[src/rtl/csa_pkg.sv]
// Shared constants and parameter-legality helpers for the pipelined carry-select adder.
package csa_pkg;

    localparam int CSA_WIDTH = 16;
    localparam int CSA_BLK   = 4;

    function automatic bit csa_legal(input int width, input int blk);
        return (blk >= 1) && (width >= blk) && ((width % blk) == 0);
    endfunction

    // Falls back to one stage on illegal parameters so elaboration reaches the error check.
    function automatic int csa_nstg(input int width, input int blk);
        return csa_legal(width, blk) ? (width / blk) : 1;
    endfunction

endpackage

[src/rtl/csa_block.sv]
// One carry-select block: both carry-in hypotheses are rippled in parallel, csel picks one.
module csa_block
    import csa_pkg::*;
#(
    parameter int BLK = CSA_BLK
) (
    input  logic [BLK-1:0] x,
    input  logic [BLK-1:0] y,
    input  logic           csel,
    output logic [BLK-1:0] s,
    output logic           co
);

    logic [BLK:0]   c0;
    logic [BLK:0]   c1;
    logic [BLK-1:0] s0;
    logic [BLK-1:0] s1;

    always_comb begin
        c0[0] = 1'b0;
        c1[0] = 1'b1;
        s0    = '0;
        s1    = '0;
        for (int i = 0; i < BLK; i++) begin
            s0[i]   = x[i] ^ y[i] ^ c0[i];
            c0[i+1] = (x[i] & y[i]) | (c0[i] & (x[i] ^ y[i]));
            s1[i]   = x[i] ^ y[i] ^ c1[i];
            c1[i+1] = (x[i] & y[i]) | (c1[i] & (x[i] ^ y[i]));
        end
    end

    assign s  = csel ? s1 : s0;
    assign co = csel ? c1[BLK] : c0[BLK];

endmodule

[src/rtl/pipelined_csa_adder.sv]
// Pipelined carry-select adder: operand capture register followed by one stage per block,
// with a global stall so the whole pipe advances or holds as a unit.
module pipelined_csa_adder
    import csa_pkg::*;
#(
    parameter int WIDTH = CSA_WIDTH,
    parameter int BLK   = CSA_BLK
) (
    input  logic             clk,
    input  logic             rst_n,
    input  logic             in_valid,
    output logic             in_ready,
    input  logic [WIDTH-1:0] a,
    input  logic [WIDTH-1:0] b,
    input  logic             cin,
    output logic             out_valid,
    input  logic             out_ready,
    output logic [WIDTH-1:0] sum,
    output logic             cout,
    output logic             ovf
);

    localparam int NSTG = csa_nstg(WIDTH, BLK);

    if (!csa_legal(WIDTH, BLK)) begin : g_bad_params
        $error("pipelined_csa_adder: WIDTH must be a positive multiple of BLK (BLK >= 1)");
    end

    // Handshake: a transfer happens on a rising edge where valid && ready on that side.
    // in_ready equals the global advance, so the pipe only moves when the output slot
    // is empty or being drained; bubbles travel like data and are never squeezed out.
    logic adv;

    logic             cap_vld_q;
    logic [WIDTH-1:0] cap_a_q;
    logic [WIDTH-1:0] cap_b_q;
    logic             cap_cin_q;

    logic [NSTG-1:0]  vld_q, vld_d;
    logic [NSTG-1:0]  cy_q, cy_d;
    logic [WIDTH-1:0] sum_q [NSTG];
    logic [WIDTH-1:0] sum_d [NSTG];
    logic [WIDTH-1:0] opa_q [NSTG];
    logic [WIDTH-1:0] opa_d [NSTG];
    logic [WIDTH-1:0] opb_q [NSTG];
    logic [WIDTH-1:0] opb_d [NSTG];
    logic             ovf_q, ovf_d;

    logic [WIDTH-1:0] opa_in [NSTG];
    logic [WIDTH-1:0] opb_in [NSTG];
    logic [WIDTH-1:0] sum_in [NSTG];
    logic [NSTG-1:0]  csel_in;
    logic [BLK-1:0]   blk_s  [NSTG];
    logic [NSTG-1:0]  blk_co;

    assign adv       = !vld_q[NSTG-1] || out_ready;
    assign in_ready  = adv;
    assign out_valid = vld_q[NSTG-1];
    assign sum       = sum_q[NSTG-1];
    assign cout      = cy_q[NSTG-1];
    assign ovf       = ovf_q;

    // Operands are kept right-aligned: each stage consumes the low BLK bits and
    // passes the rest down shifted, so block k always sits at bits [BLK-1:0].
    always_comb begin
        opa_in[0]  = cap_a_q;
        opb_in[0]  = cap_b_q;
        sum_in[0]  = '0;
        csel_in[0] = cap_cin_q;
        for (int k = 1; k < NSTG; k++) begin
            opa_in[k]  = opa_q[k-1];
            opb_in[k]  = opb_q[k-1];
            sum_in[k]  = sum_q[k-1];
            csel_in[k] = cy_q[k-1];
        end
    end

    for (genvar k = 0; k < NSTG; k++) begin : g_stg
        csa_block #(.BLK(BLK)) u_blk (
            .x    (opa_in[k][BLK-1:0]),
            .y    (opb_in[k][BLK-1:0]),
            .csel (csel_in[k]),
            .s    (blk_s[k]),
            .co   (blk_co[k])
        );
    end

    always_comb begin
        vld_d[0] = cap_vld_q;
        for (int k = 1; k < NSTG; k++) begin
            vld_d[k] = vld_q[k-1];
        end
        for (int k = 0; k < NSTG; k++) begin
            opa_d[k] = opa_in[k] >> BLK;
            opb_d[k] = opb_in[k] >> BLK;
            sum_d[k] = sum_in[k] | (WIDTH'(blk_s[k]) << (k * BLK));
        end
        cy_d  = blk_co;
        ovf_d = (opa_in[NSTG-1][BLK-1] == opb_in[NSTG-1][BLK-1]) &&
                (blk_s[NSTG-1][BLK-1] != opa_in[NSTG-1][BLK-1]);
    end

    always_ff @(posedge clk or negedge rst_n) begin
        if (!rst_n) begin
            cap_vld_q <= 1'b0;
            cap_a_q   <= '0;
            cap_b_q   <= '0;
            cap_cin_q <= 1'b0;
            vld_q     <= '0;
            cy_q      <= '0;
            ovf_q     <= 1'b0;
            for (int k = 0; k < NSTG; k++) begin
                sum_q[k] <= '0;
                opa_q[k] <= '0;
                opb_q[k] <= '0;
            end
        end else if (adv) begin
            cap_vld_q <= in_valid;
            cap_a_q   <= a;
            cap_b_q   <= b;
            cap_cin_q <= cin;
            vld_q     <= vld_d;
            cy_q      <= cy_d;
            ovf_q     <= ovf_d;
            for (int k = 0; k < NSTG; k++) begin
                sum_q[k] <= sum_d[k];
                opa_q[k] <= opa_d[k];
                opb_q[k] <= opb_d[k];
            end
        end
    end

endmodule

[config.mk]
export PLATFORM = sky130hd
export DESIGN_NAME = pipelined_csa_adder
export DESIGN_NICKNAME = d
export VERILOG_FILES = /design/src/rtl/csa_pkg.sv /design/src/rtl/csa_block.sv /design/src/rtl/pipelined_csa_adder.sv
export SDC_FILE = /design/constraint.sdc
export NUM_CORES = 1
export LEC_CHECK = 0
export CORE_ASPECT_RATIO = 0.7
export CORE_MARGIN = 1.5
export CORE_UTILIZATION = 48
export DETAILED_ROUTE_END_ITERATION = 6
export PLACE_DENSITY = 0.76
export RECOVER_POWER = 100
export SLEW_MARGIN = 20
export SYNTH_ARGS = -nofsm -noshare
export SYNTH_HDL_FRONTEND = slang
export SYNTH_SLANG_ARGS = --single-unit
[constraint.sdc]
create_clock -name clk -period 2.5 [get_ports clk]
set_clock_uncertainty 0.05 [all_clocks]
set_input_delay 0.25 -clock clk [delete_from_list [all_inputs] [get_ports clk]]
set_output_delay 0.25 -clock clk [all_outputs]
set_load 0.01 [all_outputs]
Fig. 1: local utilization
(2 px per µm) 13 x 9 tiles, from white (low) to dark blue (high), 0 to 100% covered.
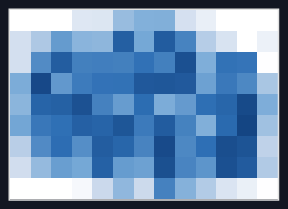
emptiest ninth of the die: upper right
mean over tiles: 52%
fullest tile: 92%

Fig. 2: routed clock nets over the placement
(4 px per µm)
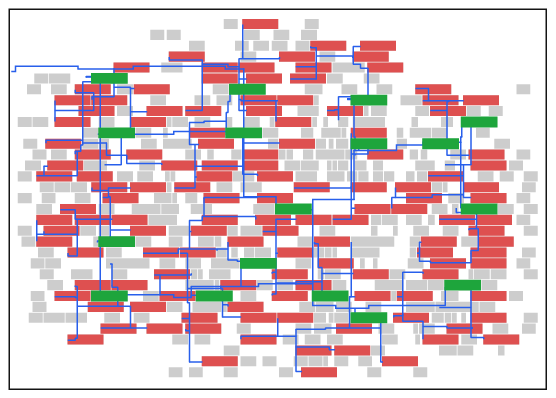
[flip-flops] red | count: 131
[clock drivers] green | count: 17
[clock wires] blue | length: 1,560 µm
routed clock nets: 18
part of the total power dissipated in the clock network: 0.270
clock network latency to the later pin of the worst-skew pair: 0.41 ns
power in the clock group: 2.46 mW

==> results.json <==
{
  "report.final.hold_viol_count": 0,
  "total_of_buffers_placed_on_input_and_output_ports": 56,
  "netlist-cell-type-count": 20,
  "critPathLaunchType": "flip-flop",
  "cts_max_path_buffers": 2,
  "worstHoldStart": "b[14]",
  "hold-path-endpoint": "cap_b_q[14]",
  "post_dp_cell_area_mm2": 0.006474,
  "grt_util_met1": 0.2330,
  "final_cell_mix": "sky130_fd_sc_hd__dfrtp_1, sky130_fd_sc_hd__mux2_1, sky130_fd_sc_hd__clkdlybuf4s50_1, sky130_fd_sc_hd__mux2_2, sky130_fd_sc_hd__inv_1",
  "detail_route.wirelength.met1_um": 4629,
  "pg_seq_mw": 3.66,
  "core.rowCount": 33,
  "layout.nets": 480,
  "hold_crit_depth": 2,
  "critPathKind": "reg2reg",
  "ctsHtreeMaxLevel": 4,
  "numCtsBuffers": 17,
  "floorplan.io_pins": 57,
  "total_power_mw": 9.101,
  "grt_max_degree": 54,
  "grt_overflow_total": 0,
  "seq_area_frac_synth": 0.5694,
  "num_vias": 2909,
  "n_all_buffers": 68,
  "largest_register_ffs": 24,
  "seq_area_frac": 0.4799,
  "r2r-end": "ovf",
  "route.top_layer_used": "met4",
  "ys_sh_mux": 0.2882,
  "inverter_count": 30,
  "beginning_of_the_worst_register_to_register_path": "opb_in[0]",
  "critPathLaunch": "opb_in[0]",
  "top_usage_layer": "met1",
  "die_area_mm2": 0.01267,
  "top_cells_by_count": "sky130_fd_sc_hd__dfrtp_1, sky130_fd_sc_hd__mux2_4, sky130_fd_sc_hd__mux2_2, sky130_fd_sc_hd__inv_1, sky130_fd_sc_hd__fa_1",
  "clock_sink_count": 131,
  "worst-slew-pin-transition_ns": 1.443,
  "setup_ws_ns": 0.03271,
  "critical_path.n_buffers_inverters": 4,
  "setup_viol": 0,
  "flop_pwr_share": 0.402,
  "postSynthNetCount": 409,
  "mi_logic_area_mm2": 0.002012,
  "critPathCaptureType": "flip-flop",
  "rr_worst_depth": 11,
  "worst-path-max-fanout": 3,
  "regToRegSetupSlack_ns": 0.03,
  "ant_nets": 0,
  "yosys_cells": 351,
  "setup_repair_after_global_routing_missed_its_margin": "yes",
  "p_int_mw": 6.427,
  "vias_in_the_first_global_route": 3039,
  "power.group.top": "sequential cells",
  "timing.critical_path.slowest_stage_cell": "sky130_fd_sc_hd__fa_1",
  "p_sw_mw": 2.674,
  "n_multi_input_combinational_cell": 174,
  "layout_top_cell_excl_fill_tap": "sky130_fd_sc_hd__dfrtp_1",
  "postSynthRegisterBits": 131,
  "post-synth-top-area-cell": "sky130_fd_sc_hd__dfrtp_1",
  "tritoncts": "done",
  "p_comb_mw": 2.99,
  "portion_of_the_clock_cycle_consumed_by_the_worst_path_in_the_final_layout": 0.9869,
  "post-place-cells": 556,
  "post_cts_hold_buffer_count": 1,
  "post-place-ws_ns": -0.1075,
  "synthAoiAreaFrac": 0.01087,
  "timing.final.max_slew_violations": 0,
  "comb-cell-share": 0.2946,
  "clockBufferCount": 18,
  "vdd_ir_drop_max_v": 0.0006592,
  "synthTopLogicFamily": "multiplexers",
  "warnings": 33,
  "first_pass_iters": 4,
  "outcome": "finished, final reports clean",
  "switching_share": 0.2938,
  "ys_sh_xor": 0.007607,
  "crit_path_cell_trace": "inv_1, ha_1, inv_1, mux2i_2, fa_2, inv_1, fa_2, inv_2, fa_1, xor2_1, o31ai_1",
  "cts_resized": 4,
  "wp_data_arrival_ns": 2.72,
  "detailedRoute.firstIterationViolations": 140,
  "detailroute.wirelength.met3_um": 437,
  "drt-vias-per-instance": 4.914,
  "clk_pin_slew_ns": 0.06,
  "synth_area_mm2": 0.005757,
  "setup_total_negative_slack_ns": 0,
  "floorplan.die.height_um": 94.63,
  "wl_um": 9105,
  "p_comb_frac": 0.328
}
Fig. 3: track usage over the die
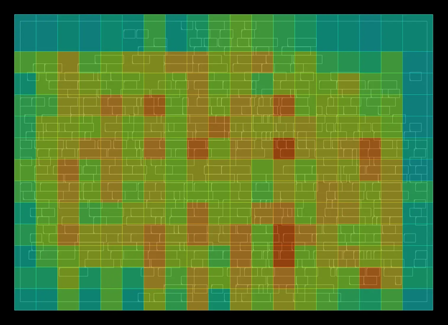
met2 GRT Util: 0.2272
final core area utilization: 0.5845
M3 GR Usage: 0.05636
Tot GR Track Use: 0.1636
Routed WL per cell: 15.38 µm

No activity file was given, so power comes from the tool's default toggle rates.
